## config.mk

```make
export PLATFORM = sky130hd
export DESIGN_NAME = scan_mux_decoder_flat
export DESIGN_NICKNAME = d
export VERILOG_FILES = /design/src/rtl/scan_pkg.sv /design/src/rtl/scan_mux_decoder_if.sv /design/src/rtl/onehot_decoder.sv /design/src/rtl/scan_mux_decoder.sv /design/src/flat_wrapper.sv
export SDC_FILE = /design/constraint.sdc
export NUM_CORES = 1
export LEC_CHECK = 0
export CORE_MARGIN = 1.5
export CORE_UTILIZATION = 47
export DETAILED_ROUTE_END_ITERATION = 7
export PLACE_DENSITY = 0.79
export SLEW_MARGIN = 20
export SYNTH_ARGS = -nofsm -noshare
export SYNTH_HDL_FRONTEND = slang
export SYNTH_SLANG_ARGS = --single-unit
```

## constraint.sdc

```tcl
create_clock -name clk -period 2.8 [get_ports clk]
set_clock_uncertainty 0.2 [all_clocks]
set_input_delay 0.56 -clock clk [delete_from_list [all_inputs] [get_ports clk]]
set_output_delay 0.56 -clock clk [all_outputs]
set_load 0.01 [all_outputs]
```

## src/rtl/scan_pkg.sv

```systemverilog
// Shared types for the scanning channel selector: controller states and mode encodings.
package scan_pkg;

    typedef enum logic [1:0] {
        StIdle,
        StManual,
        StScan
    } state_e;

    localparam logic ModeManual = 1'b0;
    localparam logic ModeScan   = 1'b1;

endpackage

```

## src/rtl/scan_mux_decoder_if.sv

```systemverilog
// Control, channel-bank and valid/ready output bundle of the scanning channel selector.
interface scan_mux_decoder_if #(
    parameter int unsigned CH_COUNT = 8,
    parameter int unsigned SEL_W    = 3,
    parameter int unsigned DATA_W   = 1,
    parameter int unsigned DWELL_W  = 4
) ();

    logic                       enable;
    logic                       mode;
    logic [SEL_W-1:0]           man_sel;
    logic [DWELL_W-1:0]         dwell;
    logic [CH_COUNT*DATA_W-1:0] ch_data;
    logic                       out_ready;
    logic                       out_valid;
    logic [DATA_W-1:0]          out_data;
    logic [SEL_W-1:0]           out_sel;
    logic [CH_COUNT-1:0]        out_onehot;
    logic                       sel_err;
    logic                       wrap;

    modport master (
        output enable, mode, man_sel, dwell, ch_data, out_ready,
        input  out_valid, out_data, out_sel, out_onehot, sel_err, wrap
    );

    modport slave (
        input  enable, mode, man_sel, dwell, ch_data, out_ready,
        output out_valid, out_data, out_sel, out_onehot, sel_err, wrap
    );

endinterface

```

## src/rtl/onehot_decoder.sv

```systemverilog
// Combinational select-to-one-hot decoder; all-zero when sel is out of range.
module onehot_decoder #(
    parameter int unsigned SEL_W = 3,
    parameter int unsigned N_OUT = 8
) (
    input  logic [SEL_W-1:0] sel,
    output logic [N_OUT-1:0] onehot
);

    always_comb begin
        onehot = '0;
        for (int unsigned k = 0; k < N_OUT; k++) begin
            onehot[k] = (32'(sel) == k);
        end
    end

endmodule

```

## src/rtl/scan_mux_decoder.sv

```systemverilog
// Registered channel selector: manual select or round-robin scan with dwell, presented on a
// valid/ready output register together with its index and one-hot code.
module scan_mux_decoder
    import scan_pkg::*;
#(
    parameter int unsigned CH_COUNT = 8,
    parameter int unsigned SEL_W    = 3,
    parameter int unsigned DATA_W   = 1,
    parameter int unsigned DWELL_W  = 4
) (
    input logic               clk,
    input logic               rst_n,
    scan_mux_decoder_if.slave bus
);

    localparam logic [SEL_W-1:0] LastCh = SEL_W'(CH_COUNT - 1);

    state_e              state_q, state_d;
    logic [SEL_W-1:0]    scan_ptr_q, scan_ptr_d;
    logic [DWELL_W-1:0]  dwell_cnt_q, dwell_cnt_d;
    logic                valid_q, valid_d;
    logic [DATA_W-1:0]   data_q, data_d;
    logic [SEL_W-1:0]    sel_q, sel_d;
    logic [CH_COUNT-1:0] onehot_q, onehot_d;
    logic                err_q, err_d;
    logic                wrap_q, wrap_d;

    logic                slot_free, switching, take_man, take_scan, sel_ok;
    logic [SEL_W-1:0]    take_sel;
    logic [DATA_W-1:0]   take_data;
    logic [CH_COUNT-1:0] take_onehot;

    onehot_decoder #(
        .SEL_W (SEL_W),
        .N_OUT (CH_COUNT)
    ) u_dec (
        .sel    (take_sel),
        .onehot (take_onehot)
    );

    always_ff @(posedge clk) begin
        if (!rst_n) begin
            state_q     <= StIdle;
            scan_ptr_q  <= '0;
            dwell_cnt_q <= '0;
            valid_q     <= 1'b0;
            data_q      <= '0;
            sel_q       <= '0;
            onehot_q    <= '0;
            err_q       <= 1'b0;
            wrap_q      <= 1'b0;
        end else begin
            state_q     <= state_d;
            scan_ptr_q  <= scan_ptr_d;
            dwell_cnt_q <= dwell_cnt_d;
            valid_q     <= valid_d;
            data_q      <= data_d;
            sel_q       <= sel_d;
            onehot_q    <= onehot_d;
            err_q       <= err_d;
            wrap_q      <= wrap_d;
        end
    end

    always_comb begin
        state_d = state_q;
        if (!bus.enable) begin
            state_d = StIdle;
        end else if (bus.mode == ModeScan) begin
            state_d = StScan;
        end else begin
            state_d = StManual;
        end
    end

    always_comb begin
        slot_free = !valid_q || bus.out_ready;
        // A state change consumes its cycle; the new state samples from the next one.
        switching = (state_d != state_q);
        take_man  = (state_q == StManual) && !switching && slot_free;
        take_scan = (state_q == StScan) && !switching && slot_free && (dwell_cnt_q == '0);
        take_sel  = take_scan ? scan_ptr_q : bus.man_sel;
        sel_ok    = (32'(take_sel) < CH_COUNT);

        take_data = '0;
        for (int unsigned k = 0; k < CH_COUNT; k++) begin
            if (32'(take_sel) == k) begin
                take_data = bus.ch_data[k*DATA_W +: DATA_W];
            end
        end

        scan_ptr_d  = scan_ptr_q;
        dwell_cnt_d = dwell_cnt_q;
        if (switching && (state_d == StScan)) begin
            scan_ptr_d  = '0;
            dwell_cnt_d = '0;
        end else if ((state_q == StScan) && !switching) begin
            if (dwell_cnt_q != '0) begin
                dwell_cnt_d = dwell_cnt_q - 1'b1;
            end else if (slot_free) begin
                scan_ptr_d  = (scan_ptr_q == LastCh) ? '0 : scan_ptr_q + 1'b1;
                dwell_cnt_d = bus.dwell;
            end
        end

        valid_d  = valid_q;
        data_d   = data_q;
        sel_d    = sel_q;
        onehot_d = onehot_q;
        err_d    = 1'b0;
        wrap_d   = 1'b0;
        if (take_man || take_scan) begin
            valid_d  = 1'b1;
            data_d   = take_data;
            sel_d    = take_sel;
            onehot_d = take_onehot;
            err_d    = !sel_ok;
            wrap_d   = take_scan && (scan_ptr_q == LastCh);
        end else if (valid_q && bus.out_ready) begin
            valid_d = 1'b0;
        end
    end

    assign bus.out_valid  = valid_q;
    assign bus.out_data   = data_q;
    assign bus.out_sel    = sel_q;
    assign bus.out_onehot = onehot_q;
    assign bus.sel_err    = err_q;
    assign bus.wrap       = wrap_q;

endmodule

```

## src/flat_wrapper.sv

```systemverilog
// flat-port wrapper written by rule: the top's interface ports become plain ports
module scan_mux_decoder_flat import scan_pkg::*;
#(
    parameter int unsigned CH_COUNT = 8,
    parameter int unsigned SEL_W    = 3,
    parameter int unsigned DATA_W   = 1,
    parameter int unsigned DWELL_W  = 4
)
  (clk, rst_n, bus_enable, bus_mode, bus_man_sel, bus_dwell, bus_ch_data, bus_out_ready, bus_out_valid, bus_out_data, bus_out_sel, bus_out_onehot, bus_sel_err, bus_wrap);
  scan_mux_decoder_if #(.CH_COUNT(CH_COUNT), .SEL_W(SEL_W), .DATA_W(DATA_W), .DWELL_W(DWELL_W)) bus_i ();
  input logic clk;
  input logic rst_n;
  input wire logic [$bits(bus_i.enable)-1:0] bus_enable;
  input wire logic [$bits(bus_i.mode)-1:0] bus_mode;
  input wire logic [$bits(bus_i.man_sel)-1:0] bus_man_sel;
  input wire logic [$bits(bus_i.dwell)-1:0] bus_dwell;
  input wire logic [$bits(bus_i.ch_data)-1:0] bus_ch_data;
  input wire logic [$bits(bus_i.out_ready)-1:0] bus_out_ready;
  output wire logic [$bits(bus_i.out_valid)-1:0] bus_out_valid;
  output wire logic [$bits(bus_i.out_data)-1:0] bus_out_data;
  output wire logic [$bits(bus_i.out_sel)-1:0] bus_out_sel;
  output wire logic [$bits(bus_i.out_onehot)-1:0] bus_out_onehot;
  output wire logic [$bits(bus_i.sel_err)-1:0] bus_sel_err;
  output wire logic [$bits(bus_i.wrap)-1:0] bus_wrap;
  assign bus_i.enable = bus_enable;
  assign bus_i.mode = bus_mode;
  assign bus_i.man_sel = bus_man_sel;
  assign bus_i.dwell = bus_dwell;
  assign bus_i.ch_data = bus_ch_data;
  assign bus_i.out_ready = bus_out_ready;
  assign bus_out_valid = bus_i.out_valid;
  assign bus_out_data = bus_i.out_data;
  assign bus_out_sel = bus_i.out_sel;
  assign bus_out_onehot = bus_i.out_onehot;
  assign bus_sel_err = bus_i.sel_err;
  assign bus_wrap = bus_i.wrap;
  scan_mux_decoder #(.CH_COUNT(CH_COUNT), .SEL_W(SEL_W), .DATA_W(DATA_W), .DWELL_W(DWELL_W)) u_core (.clk(clk), .rst_n(rst_n), .bus(bus_i));
endmodule
```

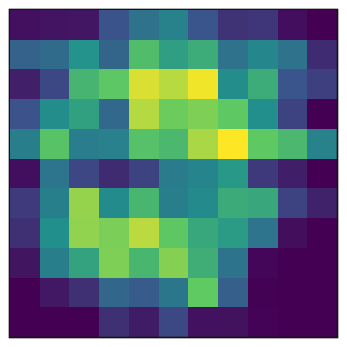
**Above:** run 1 (signal metal coverage by tile).
Scale: 6 px per µm. The die is cut into 11 by 11 equal tiles; dark purple is low, yellow is high, scaled to the fullest tile. Values are wire area over tile area, all layers added.
mean over tiles: 0.14
emptiest ninth of the die: bottom right
nearly empty tiles: 14%

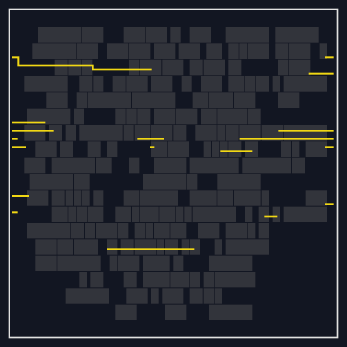
**Above:** run 1 (the metal 3 layer).
Scale: 6 px per µm.
wire length on this layer: 100 µm
longest straight run: 15.4 µm

==> out/results.txt, run 1 <==
CTS buffer count -> 3
Vias in the first global route -> 981
Hold Path Depth -> 2
Mi-comb count -> 110
R2R depth -> 10
Status -> finished, final reports clean
Crit path kind -> in -> reg
Placement Cell Area -> 0.00166 mm²
Met2 Use GR -> 31.3%
Top cell category -> multi-input combinational cells
Endpoints failing hold -> 0
Seq area share -> 27.3%
Nets@finish -> 207
Area delta synth->final -> 35.7%
CP required -> 2.81 ns
Placer's final routability congestion estimate -> 0.866
CP arrival -> 2.42 ns
Inverter count -> 2
Hold path startpoint -> u_core.bus.out_onehot[1]$_SDFFE_PN0P_
Crit path launch type -> input pin
VDD IR max -> 246 µV
Finished Layout Cells -> 212
Clkbuf count -> 3
Sequential area share after synthesis -> 37.0%
Core occupancy in the finished layout -> 67.6%
Reg2Reg Capture Point -> u_core.bus.out_onehot[0]$_SDFFE_PN0P_
Ratio of final minimum period to clock period -> 86.2%
DR vias/cell -> 5.23
Max-Cap Viols -> 0
Worst path top cell family by delay -> multiplexers
Pwr dens -> 349 mW/mm²
Adder Share, Synth -> 4.02%
WHS -> 0.323 ns
Top sig layer -> met4
Final setup margin -> 0.387 ns
Tot Pwr -> 0.589 mW
R2r startpoint -> u_core.dwell_cnt_q[0]$_SDFFE_PP0P_
Vias -> 1109
Avg Cell Area, Syn -> 8.89 µm²
OpenROAD warnings -> 27
Clock root cell -> clkbuf_4
Global route overflow -> 0
Die footprint -> 0.00297 mm²
Worst Tran Pin Value -> 0.515 ns
Met3 GRT Util -> 3.28%
Critical path startpoint -> bus_mode
Worst Path Buf+Inv -> 1
Rows -> 18
Die W -> 54.5 µm
Leak -> 0.681 nW
Core area -> 0.00250 mm²
ClkCell Share -> 1.63%
Simple-Gate Fraction of Synth Area -> 27.9%
Routed metal-1 wirelength -> 1320 µm
Syn Inst Count -> 140
RSZ-0062 raised after global routing -> false
Cells along the critical path -> clkdlybuf4s50_1 > and4b_1 > nand3_4 > mux2_4 > mux2i_1 > o22ai_1 > o311a_1
CTS H-Tree Depth -> 1
Max Root-Sink Buffers -> 2
Met1 Use GR -> 26.8%
IO Count -> 35
Average wire per standard cell -> 12.8 µm
Most instantiated logic cells after routing -> clkdlybuf4s50_1, dfxtp_1, nor2b_1, nor2_1, a21oi_1
Cts hold-fix bufs -> 0
Clk_lat worst skew -> 0.31 ns
Worst path slowest cell -> clkdlybuf4s50_1
Die Ht -> 54.5 µm
Worst-path fanout max -> 4
Dpl hpwl -> 2120 µm
Post-synth regs -> 23
Maximum number of pins on one net before global-route repair -> 25
Synth cell types -> 33
Mapped Area -> 0.00124 mm²
Wire length on met2 -> 1290 µm
Main logic family after synthesis -> simple AND/OR/NAND/NOR gates
Crit path depth -> 7
Port Buffer Count -> 33
Max_slew headroom -> 65.4%
Comb area share -> 44.4%
# Taps -> 30
Worst R2R Setup Slack -> 0.46 ns
Mux frac, synth -> 14.9%
Most frequent logic cell in the layout -> clkdlybuf4s50_1
Critical Path Max Stage Delay -> 0.47 ns
Final wirelength -> 2710 µm
Fin area -> 0.00169 mm²
Antenna Nets Post-Route -> 0
Placed Cells -> 208
Signal buffers share of area -> 24.0%
YS warnings -> 0
Number of signal-net buffers in the layout -> 43
HP Class -> reg -> reg
Pre-CTS WS -> 0.0572 ns
CTS tree -> built
Ys cells -> 140
Final setup viols -> 0
Initial Utilization -> 49.8%
Reg clk slew, reported paths -> 0.13 ns
Yosys Chip Area -> 0.00124 mm²
Worst Hold End -> u_core.bus.out_onehot[1]$_SDFFE_PN0P_
ANT cells -> 0
First-pass GRT wire length -> 4230 µm
Max-slew violation count -> 0
Multi-input gate area -> 751 µm²
Final min period -> 2.41 ns
Fmax -> 414 MHz
Initial antenna violation count -> 0
DR WL met3 -> 100 µm
Number of fill cells -> 208
Post-CTS Setup Bufs -> 0
Storage element area -> 460 µm²
Xor/xnor share -> 0%
Global route hottest layer -> met2
Layout cells sized above 1 -> 12.1%
Drt first pass iters -> 4
Clock Sink Count -> 23
Total Routing Usage GR -> 19.5%
Worst setup path endpoint -> u_core.bus.out_data$_SDFFE_PN0P_
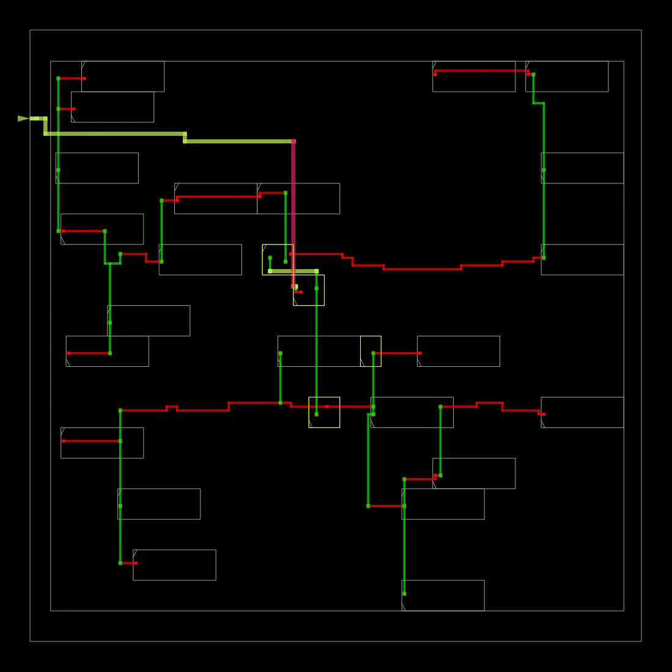
**Above:** run 1 (the clock network).
Clk power: 0.154 mW
flop count: 23

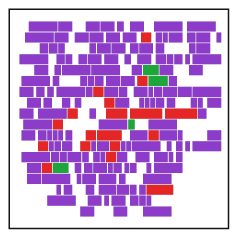
**Above:** run 1 (cell sizes after repair).
Scale: 4 px per µm.
| size | color | cells | share |
|---|---|---|---|
| x1 and smaller | purple | 160 | 88% |
| x2 | green | 4 | 2.2% |
| x3 and x4 | red | 18 | 9.9% |

run 1: flip-flops by register name, summed over array words and instances (netlist names):
| name | cells |
|---|---|
| u_core.bus.out_valid | 1 |
| u_core.scan_ptr_q | 3 |
| u_core.bus.out_data | 1 |
| u_core.state_q | 2 |
| u_core.dwell_cnt_q | 4 |
| u_core.bus.out_sel | 3 |
| u_core.bus.wrap | 1 |
| u_core.bus.out_onehot | 8 |
run 1: cells in the mapped netlist (all sizes together):
cell type | number | area, µm²
a21boi | 1 | 7.51
a21oi | 14 | 70.1
a311oi | 1 | 8.76
a31oi | 1 | 6.26
a32o | 1 | 11.3
and2 | 3 | 18.8
and3 | 1 | 6.26
and4b | 1 | 10.0
buf | 2 | 15.0
clkbuf | 3 | 11.3
conb | 1 | 3.75
dfxtp | 23 | 460
ha | 4 | 50.1
inv | 2 | 7.51
mux2 | 2 | 26.3
mux2i | 13 | 159
nand2 | 10 | 37.5
nand2b | 2 | 12.5
nand3 | 3 | 27.5
nor2 | 14 | 52.6
nor2b | 14 | 87.6
nor3 | 9 | 45.0
nor3b | 4 | 41.3
nor4b | 1 | 8.76
o21ai | 5 | 25.0
o22ai | 4 | 25.0
o311a | 1 | 10.0
run 1: worst min-delay path: stages, from the launching register on:
cell,delay (ns)
dfxtp_1,0.33
a21oi_1,0.11
nor2b_1,0.05
run 1: power by group:
group	switching [mW]	leakage [nW]	internal [mW]
clock network	0.101	0.0177	0.0533
logic	0.0421	0.478	0.0577
registers	0.00325	0.186	0.332
total	0.146	0.681	0.443
run 1: logic make-up (layout without fill, tap and decap cells):
| group | count (synthesis) | in the layout |
|---|---|---|
| simple gates | 62 | 62 |
| compound gates | 28 | 28 |
| flops | 23 | 23 |
| mux | 15 | 15 |
| buf+inv | 7 | 49 |
| fa+ha+maj | 4 | 4 |
| other cells | 1 | 1 |
**Run 1: placed cells, one color a class**

Scale: 8 px per µm.
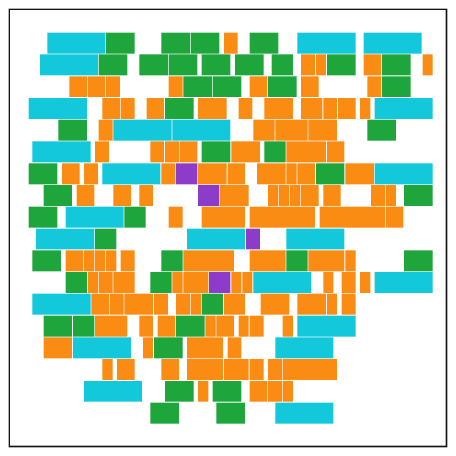

==> run 2: changes to the inputs <==
--- a/config.mk
+++ b/config.mk
@@ -7,6 +7,7 @@
 export LEC_CHECK = 0
 export CORE_MARGIN = 1.5
 export CORE_UTILIZATION = 47
+export CTS_CLUSTER_DIAMETER = 80
 export DETAILED_ROUTE_END_ITERATION = 7
 export PLACE_DENSITY = 0.79
 export SLEW_MARGIN = 20
==> constraint.sdc (replaced) <==
create_clock -name clk -period 2.4 [get_ports clk]
set_clock_uncertainty 0.2 [all_clocks]
set_input_delay 0.48 -clock clk [delete_from_list [all_inputs] [get_ports clk]]
set_output_delay 0.48 -clock clk [all_outputs]
set_load 0.01 [all_outputs]
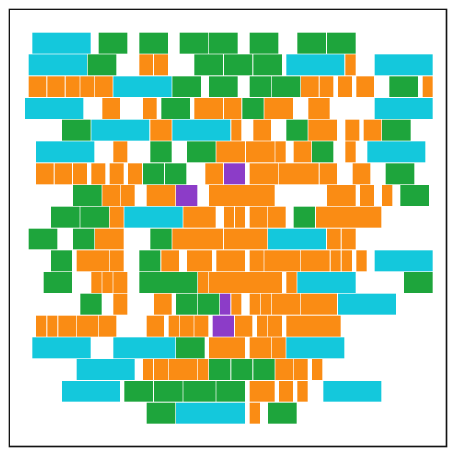
**Above:** run 2 (placed cells, one color a class).
Scale: 8 px per µm.
| class | color | cells | share of their area |
|---|---|---|---|
| clock drivers and dummy loads | purple | 4 | 1.5% |
| remaining logic cells | orange | 112 | 44% |
| remaining buffers and delay cells | green | 53 | 28% |
| registers | cyan | 23 | 26% |

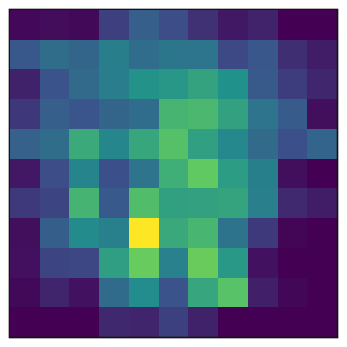
**Above:** run 2 (signal metal coverage by tile).
Scale: 6 px per µm. The die is cut into 11 by 11 equal tiles; dark purple is low, yellow is high, scaled to the fullest tile. Values are wire area over tile area, all layers added.
nearly empty tiles: 13%
densest ninth of the die: middle
emptiest ninth of the die: bottom right

==> out/results.txt, run 2 <==
Ratio of final minimum period to clock period -> 95.8%
Vias in the first global route -> 1089
Seq area share -> 25.8%
Placer's final routability congestion estimate -> 0.839
Rows -> 18
Dpl hpwl -> 2260 µm
Net Sw Power -> 0.176 mW
Placement Cell Area -> 0.00173 mm²
Total Routing Usage GR -> 21.0%
Clock power frac -> 25.8%
WHS -> 0.315 ns
Fmax -> 435 MHz
Most instantiated logic cells after routing -> clkdlybuf4s50_1, dfxtp_1, buf_4
Status -> finished, final reports clean
Simple-Gate Fraction of Synth Area -> 27.9%
Initial antenna violation count -> 0
Nets@finish -> 217
First-pass GRT wire length -> 4520 µm
Worst-path fanout max -> 4
YS warnings -> 0
Top cells by area -> dfxtp_1, mux2i_1, nor2b_1
RSZ-0062 raised after global routing -> false
Final wirelength -> 3080 µm
Max reg flops -> 8
Comb pwr share -> 19.0%
Layout cells sized above 1 -> 18.2%
Mux frac, synth -> 14.9%
Initial Utilization -> 49.8%
CTS H-Tree Depth -> 1
ANT cells -> 0
Ys cells -> 140
Most frequent logic cell in the layout -> clkdlybuf4s50_1
Top cell category -> multi-input combinational cells
CP required -> 2.42 ns
Maximum number of pins on one net before global-route repair -> 26
Xor/xnor share -> 0%
Clock root cell -> clkbuf_4
Avg Cell Area, Syn -> 8.89 µm²
Fin area -> 0.00180 mm²
Final min period -> 2.30 ns
Port Buffer Count -> 33
Max-slew violation count -> 0
Commonest flop -> dfxtp_1
Core area -> 0.00250 mm²
Post-CTS Setup Bufs -> 0
Cts hold-fix bufs -> 0
Final setup viols -> 0
Endpoints failing hold -> 0
Synth cell types -> 33
Finished Layout Cells -> 222
Average wire per standard cell -> 13.9 µm
Seq pwr share -> 55.2%
Cell accounting for the most synthesized area -> dfxtp_1
Signal buffers share of area -> 27.6%
Syn Inst Count -> 140
Top cells by count -> dfxtp_1, a21oi_1, nor2_1, nor2b_1
CP arrival -> 2.32 ns
Vias -> 1190
Asr flop ratio synth -> 0%
Internal -> 0.531 mW
Max Root-Sink Buffers -> 2
Number of signal-net buffers in the layout -> 53
Placed Cells -> 215
Die W -> 54.5 µm
Yosys top cell by instances -> dfxtp_1
# Taps -> 30
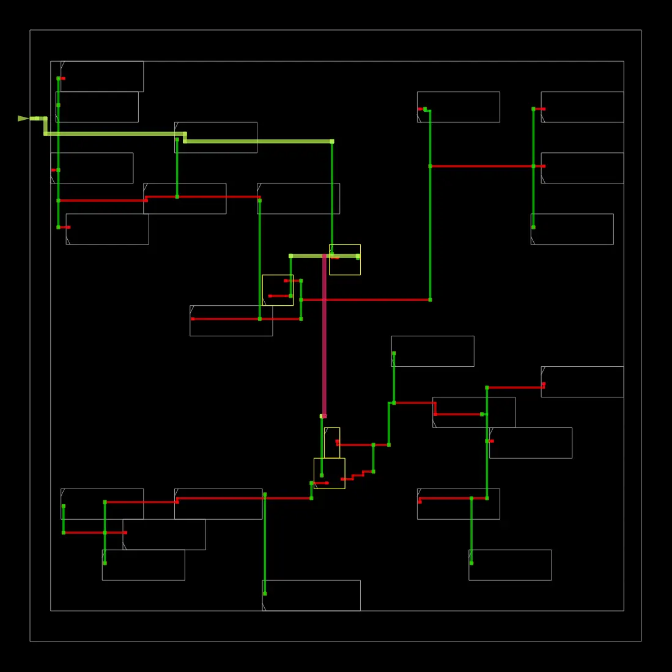
**Above:** run 2 (the clock network).
clkbuf count: 4
clk_lat worst skew: 0.31 ns
CTS buffer count: 3

-- run 2: cell counts after synthesis --
No cell type changed its count.
-- run 2: kinds of logic (layout without fill, tap and decap cells) --
family | after synthesis | after routing
flip-flops | 23 | 23
other | 1 | 1
buffers and inverters | 7 | 59
AND-OR/OR-AND | 28 | 28
adder cells (fa/ha/maj) | 4 | 4
multiplexers | 15 | 15
AND/OR/NAND/NOR | 62 | 62
-- run 2: layer usage --
layer  track usage [%]  wire length, µm  vias up
li1                  -                -      598
met1              26.9             1450      564
met2              35.7             1530       26
met3              3.55               90        2
met4              6.67               14        0
met5                 0                0        -
-- run 2: final timing paths --
check                                     start                                  to  slack [ns]  cells past startpoint
max reg2reg  u_core.dwell_cnt_q[1]$_SDFFE_PP0P_    u_core.bus.out_data$_SDFFE_PN0P_        0.10                      8
min          u_core.dwell_cnt_q[0]$_SDFFE_PP0P_  u_core.dwell_cnt_q[0]$_SDFFE_PP0P_        0.31                      1
max          u_core.dwell_cnt_q[1]$_SDFFE_PP0P_    u_core.bus.out_data$_SDFFE_PN0P_        0.10                      8
min reg2reg  u_core.dwell_cnt_q[0]$_SDFFE_PP0P_  u_core.dwell_cnt_q[0]$_SDFFE_PP0P_        0.31                      1
-- run 2: worst max-delay path, cell delays in order (launching register included) --
cell	delay, ns
dfxtp_2	0.37
inv_1	0.13
ha_4	0.16
nor3b_4	0.29
nand3_4	0.15
mux2_4	0.35
mux2i_1	0.15
o22ai_1	0.08
o311a_1	0.33
-- run 2: power groups by stage --
stage / Clock (mW) / Sequential [mW] / Combinational [mW]
final: 0.183 / 0.390 / 0.134
after global routing: 0.199 / 0.391 / 0.144
after CTS: 0.186 / 0.391 / 0.128
after detailed placement: 0 / 0.400 / 0.127
after global placement: 0 / 0.399 / 0.125
after floorplan: 0 / 0.400 / 0.0556
**Run 2: cell sizes after repair**

Scale: 4 px per µm.
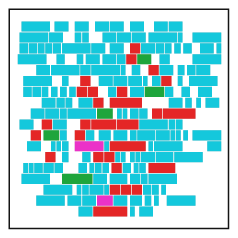

==> run 3: changes to the inputs <==
--- a/config.mk
+++ b/config.mk
@@ -7,9 +7,9 @@
 export LEC_CHECK = 0
 export CORE_MARGIN = 1.5
 export CORE_UTILIZATION = 47
-export CTS_CLUSTER_DIAMETER = 80
+export CTS_CLUSTER_DIAMETER = 50
 export DETAILED_ROUTE_END_ITERATION = 7
-export PLACE_DENSITY = 0.79
+export PLACE_DENSITY = 0.77
 export SLEW_MARGIN = 20
 export SYNTH_ARGS = -nofsm -noshare
 export SYNTH_HDL_FRONTEND = slang
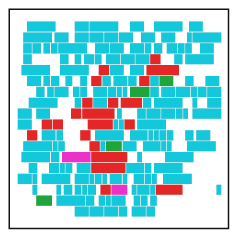
**Above:** run 3 (cell sizes after repair).
Scale: 4 px per µm.
| size | color | cells | share |
|---|---|---|---|
| x1 and smaller | cyan | 158 | 85% |
| x3 and x4 | red | 21 | 11% |
| x2 | green | 4 | 2.2% |
| x6 and larger | magenta | 2 | 1.1% |

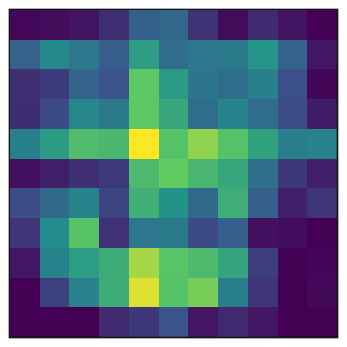
**Above:** run 3 (signal metal coverage by tile).
Scale: 6 px per µm. The die is cut into 11 by 11 equal tiles; dark purple is low, yellow is high, scaled to the fullest tile. Values are wire area over tile area, all layers added.
fullest tile: 0.46
nearly empty tiles: 9.9%
mean over tiles: 0.15

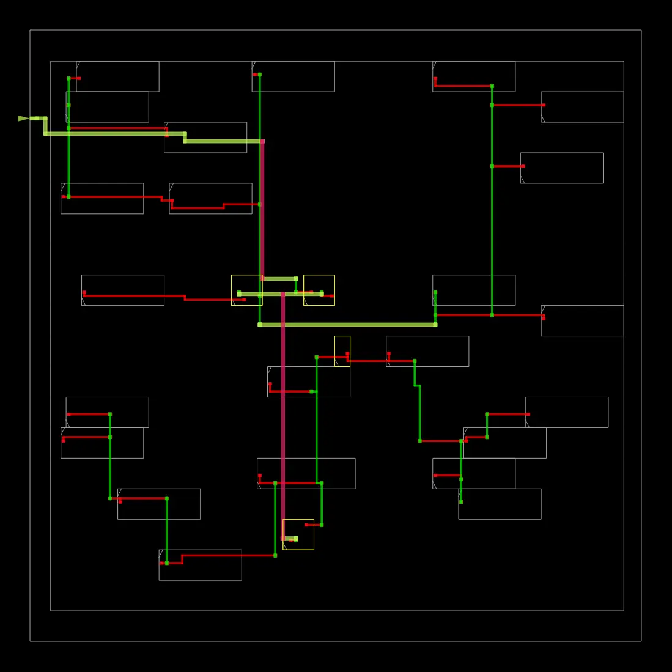
**Above:** run 3 (the clock network).
clk_lat worst skew: 0.32 ns
Clock Sink Count: 23
Clk power: 0.195 mW

==> out/results.txt, run 3 <==
Worst Tran Pin Value -> 0.521 ns
Worst path slowest cell -> dfxtp_1
Most instantiated logic cells after routing -> clkdlybuf4s50_1, dfxtp_1, nor2b_1, nor2_1, a21oi_1
Most frequent logic cell in the layout -> clkdlybuf4s50_1
Worst Path Buf+Inv -> 1
Die Ht -> 54.5 µm
Reg2Reg Capture Point -> u_core.bus.out_data$_SDFFE_PN0P_
Antenna Nets Post-Route -> 0
Synth cell types -> 33
Vias in the first global route -> 1019
Top cell category -> multi-input combinational cells
CP required -> 2.43 ns
Multi-input gate area -> 768 µm²
Syn Inst Count -> 140
Max reg flops -> 8
Worst path top cell family by delay -> multiplexers
Die footprint -> 0.00297 mm²
Reg clk slew, reported paths -> 0.14 ns
Inverter count -> 2
Initial antenna violation count -> 0
Final min period -> 2.29 ns
Top cells by area -> dfxtp_1, mux2i_1, nor2b_1
# Taps -> 30
Port Buffer Count -> 33
Clock root cell -> clkbuf_4
Placed Cells -> 211
Global route overflow -> 0
Die W -> 54.5 µm
Commonest flop -> dfxtp_1
R2R depth -> 8
Clkbuf count -> 4
CP arrival -> 2.33 ns
Core occupancy in the finished layout -> 69.9%
Crit path kind -> reg -> reg
Storage element area -> 464 µm²
Status -> finished, final reports clean
Top sig layer -> met4
R2r startpoint -> u_core.dwell_cnt_q[1]$_SDFFE_PP0P_
Cts hold-fix bufs -> 0
Hold path startpoint -> u_core.dwell_cnt_q[0]$_SDFFE_PP0P_
Vias -> 1154
Final wirelength -> 2890 µm
Max_slew headroom -> 65.0%
Post-synth regs -> 23
Rows -> 18
Max-Cap Viols -> 0
IO Count -> 35
Flip-flops with a built-in enable -> 0
Drt first pass iters -> 4
Layout cells sized above 1 -> 14.6%
Nets@finish -> 210
Maximum number of pins on one net before global-route repair -> 26
Area delta synth->final -> 40.4%
Pre-CTS WS -> -0.215 ns
First-pass GRT wire length -> 4460 µm
Mi-comb count -> 110
Hold Path Depth -> 1
Number of fill cells -> 190
Final setup margin -> 0.105 ns
Global route hottest layer -> met2
Average wire per standard cell -> 13.4 µm
Total Routing Usage GR -> 20.9%
Ys cells -> 140
Tot Pwr -> 0.710 mW
VDD IR max -> 353 µV
[run 3: worst register-to-register path, delay by kind of cell (launching register included)]
| family | cells | cell delay [ns] |
|---|---|---|
| compound gates | 2 | 0.43 |
| fa+ha+maj | 1 | 0.16 |
| buf+inv | 1 | 0.13 |
| flops | 1 | 0.37 |
| mux | 2 | 0.50 |
| simple gates | 2 | 0.42 |
[run 3: power by group]
group	internal [mW]	switching (mW)	total, mW	leakage (nW)
registers	0.386	0.00370	0.390	0.187
logic	0.0733	0.0519	0.125	0.501
clock network	0.0651	0.130	0.195	0.0150
total	0.525	0.185	0.710	0.703
[run 3: cell families (layout without fill, tap and decap cells)]
kind of cell               Yosys count  in the layout  synth area share (%)
and+or+nand+nor                     62             62                  27.9
AOI/OAI and AO/OA                   28             28                  13.2
DFF                                 23             23                  37.0
muxes                               15             15                  14.9
buffers and inverters                7             52                  2.71
adders and majority gates            4              4                  4.02
other                                1              1                 0.301
[run 3: worst max path at each step]
stage                                                        to                                from  cells past startpoint  slack, ns
after floorplan                u_core.bus.out_data$_SDFFE_PN0P_  u_core.dwell_cnt_q[0]$_SDFFE_PP0P_                      8       0.11
after global placement         u_core.bus.out_data$_SDFFE_PN0P_                            bus_mode                      7      -0.15
after detailed placement       u_core.bus.out_data$_SDFFE_PN0P_                          bus_enable                      7      -0.22
after CTS                 u_core.bus.out_onehot[3]$_SDFFE_PN0P_  u_core.dwell_cnt_q[0]$_SDFFE_PP0P_                     10       0.09
after global routing      u_core.bus.out_onehot[0]$_SDFFE_PN0P_  u_core.dwell_cnt_q[1]$_SDFFE_PP0P_                     10       0.01
final                          u_core.bus.out_data$_SDFFE_PN0P_  u_core.dwell_cnt_q[1]$_SDFFE_PP0P_                      8       0.11
Power and IR drop assume default switching activity.
